--- src/rtl/score_commit_ctrl.sv ---
// score_commit_ctrl: arbitrates the high-score table port between score commit and browse readback; SCORE_RECORD_FLAG_EN adds an old-record pre-read and new_record
module score_commit_ctrl #(
  parameter int SCORE_W = 16,
  parameter int HOLD_CYC = 2,
  parameter int READ_LAT = 1
) (
  input  logic               clk,
  input  logic               rst_n,
  input  logic               commit_req,
  input  logic [1:0]         play_level,
  input  logic [SCORE_W-1:0] final_score,
  input  logic               browse_req,
  input  logic [1:0]         browse_level,
  output logic               hs_mode,
  output logic [1:0]         hs_level,
  output logic [SCORE_W-1:0] hs_in_score,
  input  logic [SCORE_W-1:0] hs_out_score,
  output logic               busy,
  output logic               commit_done,
  output logic               new_record,
  output logic               browse_valid,
  output logic [SCORE_W-1:0] disp_score,
  output logic               bad_level
);
  localparam int MAX_WAIT = HOLD_CYC > READ_LAT + 1 ? HOLD_CYC : READ_LAT + 1;
  localparam int CW = $clog2(MAX_WAIT) + 1;
`ifdef SCORE_RECORD_FLAG_EN
  typedef enum logic [2:0] {IDLE, PRE_RD, WRITE, POST_RD, DONE, BROWSE} state_t;
  localparam state_t FIRST = PRE_RD;
  logic [SCORE_W-1:0] old;
`else
  typedef enum logic [2:0] {IDLE, WRITE, POST_RD, DONE, BROWSE} state_t;
  localparam state_t FIRST = WRITE;
`endif
  state_t state, nxt;
  logic [CW-1:0] cnt;
  logic [1:0] lvl, lvl_n;
  logic [SCORE_W-1:0] score, score_n;
  logic cm_ok, br_ok, last;
  assign last = cnt == '0;
  assign cm_ok = commit_req && play_level != 2'd0;
  assign br_ok = !commit_req && browse_req && browse_level != 2'd0;
  assign lvl_n = state == IDLE ? (cm_ok ? play_level : browse_level) : lvl;
  assign score_n = state == IDLE ? final_score : score;
  always_comb begin
    nxt = state;
    case (state)
      IDLE:    nxt = cm_ok ? FIRST : br_ok ? BROWSE : IDLE;
`ifdef SCORE_RECORD_FLAG_EN
      PRE_RD:  nxt = last ? WRITE : PRE_RD;
`endif
      WRITE:   nxt = last ? POST_RD : WRITE;
      POST_RD: nxt = last ? DONE : POST_RD;
      BROWSE:  nxt = last ? IDLE : BROWSE;
      default: nxt = IDLE;
    endcase
  end
  always_ff @(posedge clk) begin
    if (!rst_n) begin
      state        <= IDLE;
      cnt          <= '0;
      lvl          <= '0;
      score        <= '0;
`ifdef SCORE_RECORD_FLAG_EN
      old          <= '0;
`endif
      hs_mode      <= 1'b1;
      hs_level     <= '0;
      hs_in_score  <= '0;
      busy         <= 1'b0;
      commit_done  <= 1'b0;
      new_record   <= 1'b0;
      browse_valid <= 1'b0;
      disp_score   <= '0;
      bad_level    <= 1'b0;
    end else begin
      state <= nxt;
      cnt <= nxt != state ? (nxt == WRITE ? CW'(HOLD_CYC - 1) : CW'(READ_LAT)) : last ? cnt : cnt - CW'(1);
      if (state == IDLE && nxt != IDLE) lvl <= lvl_n;
      if (state == IDLE && cm_ok) score <= final_score;
`ifdef SCORE_RECORD_FLAG_EN
      if (state == PRE_RD && last) old <= hs_out_score;
      new_record <= nxt == DONE && score > old;
`else
      new_record <= 1'b0;
`endif
      if ((state == POST_RD || state == BROWSE) && last) disp_score <= hs_out_score;
      if (nxt == WRITE) hs_in_score <= score_n;
      hs_mode      <= nxt != WRITE;
      hs_level     <= (nxt == IDLE || nxt == DONE) ? 2'd0 : lvl_n;
      busy         <= nxt != IDLE && nxt != DONE;
      commit_done  <= nxt == DONE;
      browse_valid <= state == BROWSE && last;
      bad_level    <= state == IDLE && (commit_req ? play_level == 2'd0 : browse_req && browse_level == 2'd0);
    end
  end
endmodule

--- config.mk ---
export PLATFORM = sky130hd
export DESIGN_NAME = score_commit_ctrl
export DESIGN_NICKNAME = d
export VERILOG_FILES = /design/src/rtl/score_commit_ctrl.sv
export SDC_FILE = /design/constraint.sdc
export NUM_CORES = 1
export LEC_CHECK = 0
export ABC_AREA = 1
export ABC_CLOCK_PERIOD_IN_PS = 2500
export CORE_ASPECT_RATIO = 1.1
export CORE_UTILIZATION = 45
export CTS_BUF_LIST = sky130_fd_sc_hd__clkbuf_4
export DETAILED_ROUTE_END_ITERATION = 8
export PLACE_DENSITY = 0.78
export SLEW_MARGIN = 20
export SYNTH_ARGS = -nofsm -noshare
export SYNTH_HDL_FRONTEND = slang
export SYNTH_SLANG_ARGS = --single-unit
--- constraint.sdc ---
create_clock -name clk -period 2.5 [get_ports clk]
set_clock_uncertainty 0.2 [all_clocks]
set_input_delay 0.5 -clock clk [delete_from_list [all_inputs] [get_ports clk]]
set_output_delay 0.5 -clock clk [all_outputs]
set_load 0.05 [all_outputs]
==> flow_summary.toml <==
# flow metrics
[detailed_routing]
drt_wl_total_um = 5990
via_count = 2392
ant_nets = 0
met2_length_um = 2610
wl_met1_um = 2780

[floorplan]
initCoreUtil_pct = 48.0
die_w_um = 72.8
io_pins = 80
core_region_area_mm2 = 0.00517
die-area_mm2 = 0.00581

[power_and_ir_drop]
swShare_pct = 48.4
power.internal_uw = 2290
powerClk_uw = 520
ir_worst_vdd_mv = 0.778
p_comb_uw = 2460
power_frac_comb_pct = 55.5
p_leak_uw = 0.00133
p_per_area_mw_per_mm2 = 1310
p_clk_share_pct = 11.7
pwr-share-seq_pct = 32.7
power.total_uw = 4430
switchingPower_uw = 2150

[setup_path]
max_stage_delay_ns = 0.82
critPathCapture = "hs_in_score[14]"
crit-reg2reg-launch = "state[2]"
cp.depth = 1
crit_chain = "clkdlybuf4s50_1"
rr_worst_depth = 7
crit_type = "reg -> out"
cp.arrival_ns = 1.60
cp_num_buf_inv = 1
rrSetupSlack_ns = 0.65
start_kind = "flop"

[flow_run]
cap_viol_max_count = 0

[worst_hold_path]
hold_path.class = "reg -> reg"
hold_path.startpoint = "score[14]"

[global_routing]
grt_use_met3_pct = 7.83
use_met2_pct = 35.0
antenna_found_initial = 0
grt_start_max_net_pins = 34
grt_pass1_vias = 2126

[sta]
rsz0062_at_grt = "no"
clock.fmax_ghz = 0.436
post-route-min-period_ns = 2.30
slew_viol_final = 0
finalClockPeriodUsage_pct = 91.8
setup_tns_ns = 0
layout_setup_ws_ns = 0.205

[cells_and_area]
area_delta_synth_final_pct = 36.7
fill_cells = 478
drive_gt1_share_pct = 8.13
comb_area_mm2 = 0.00106

[status]
outcome = "complete, no violations"

[synthesis]
edf_count = 0
top_logic_kind = "simple AND/OR/NAND/NOR gates"
syn_inst = 326
adder_share_pct = 0.505
common_cells = "nand2_1, dfxtp_1, nor2_1"
syn_area_mm2 = 0.00248
synth.cellmix.xorXnorShare_pct = 0.353
yosysTopAreaCell = "dfxtp_1"
yosys.cell_count.top_type = "nand2_1"
avgSynthCellArea_um2 = 7.60
area_leaders = "dfxtp_1, nand2_1, nor2_1"
aoi_share_pct = 17.8
top_area_share_pct = 50.1

[placed_design]
dp_slack_ns = 0.192
gp_congestion = 0.847

[clocking]
cts-root-buf = "clkbuf_4"
postCtsHoldBufs = 0
htree_levels = 3
postCtsSetupRepairBufs = 0
clk_latency_ns = 0.40
cts.path.max_buffers = 2
clock-sinks = 62
cts.clk_slew.worst_paths_ns = 0.09
## final cells by class
class / count / area share, %
Inverter: 16 / 1.77
Clock buffer: 10 / 2.21
Tap cell: 72 / 2.66
Clock inverter: 4 / 0.480
Sequential cell: 62 / 36.6
Timing Repair Buffer: 85 / 25.0
Multi-Input combinational cell: 229 / 31.3
## cell usage in the layout (no fill, tap or decap), types with 10 or more instances in the layout
cell type	count
inv_1	13
o21ai_1	14
nand2_1	83
clkdlybuf4s50_1	78
nor2_1	43
a21oi_1	25
dfxtp_1	62
o21ai_0	24
a31oi_1	16
clkbuf_4	10
## sequential cells by signal, summed over array words and instances, names as in the netlist
name and flops:
score 16, state 3, disp_score 16, browse_valid 1, busy 1, hs_mode 1
lvl 2, cnt 2, hs_in_score 16, hs_level 2, bad_level 1, commit_done 1
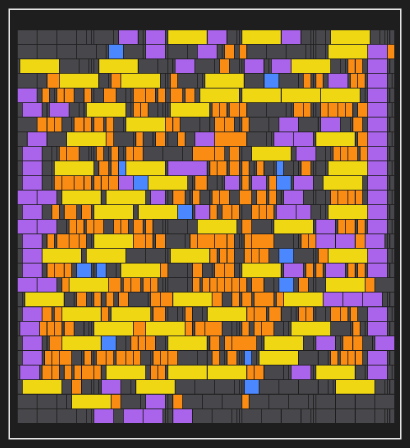
Fig. 1. Placed cells, one color a class.
Fill, decap, tap and diode cells in gray.
- yellow: registers (cells 62; share of their area 38%)
- purple: remaining buffers and delay cells (cells 85; share of their area 26%)
- orange: remaining logic cells (cells 245; share of their area 34%)
- blue: clock drivers and dummy loads (cells 14; share of their area 2.8%)
Core Util, Final: 65.6%
flop share of the area: 36.6%

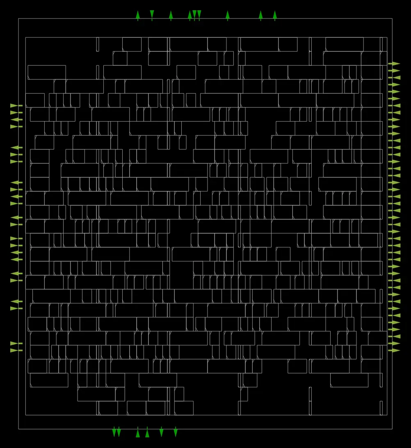
Fig. 2. Cell placement.
# rows: 27
flop count: 62
final non-filler cell total: 478

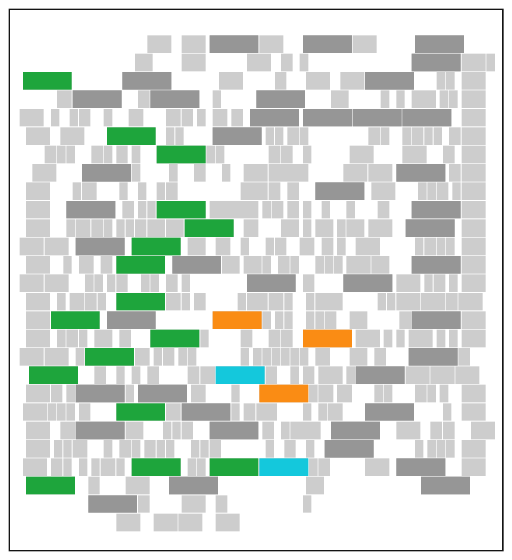
Fig. 3. Where the registers sit.
Other sequential cells in the stronger gray, the rest of the logic in the fainter gray.
- orange: state (placed flops 3)
- green: score (placed flops 16)
- cyan: cnt (placed flops 2)
- not colored: 41
Register Area: 0.00124 mm2
P_seq: 1450 uW

No activity file was given, so power comes from the tool's default toggle rates.
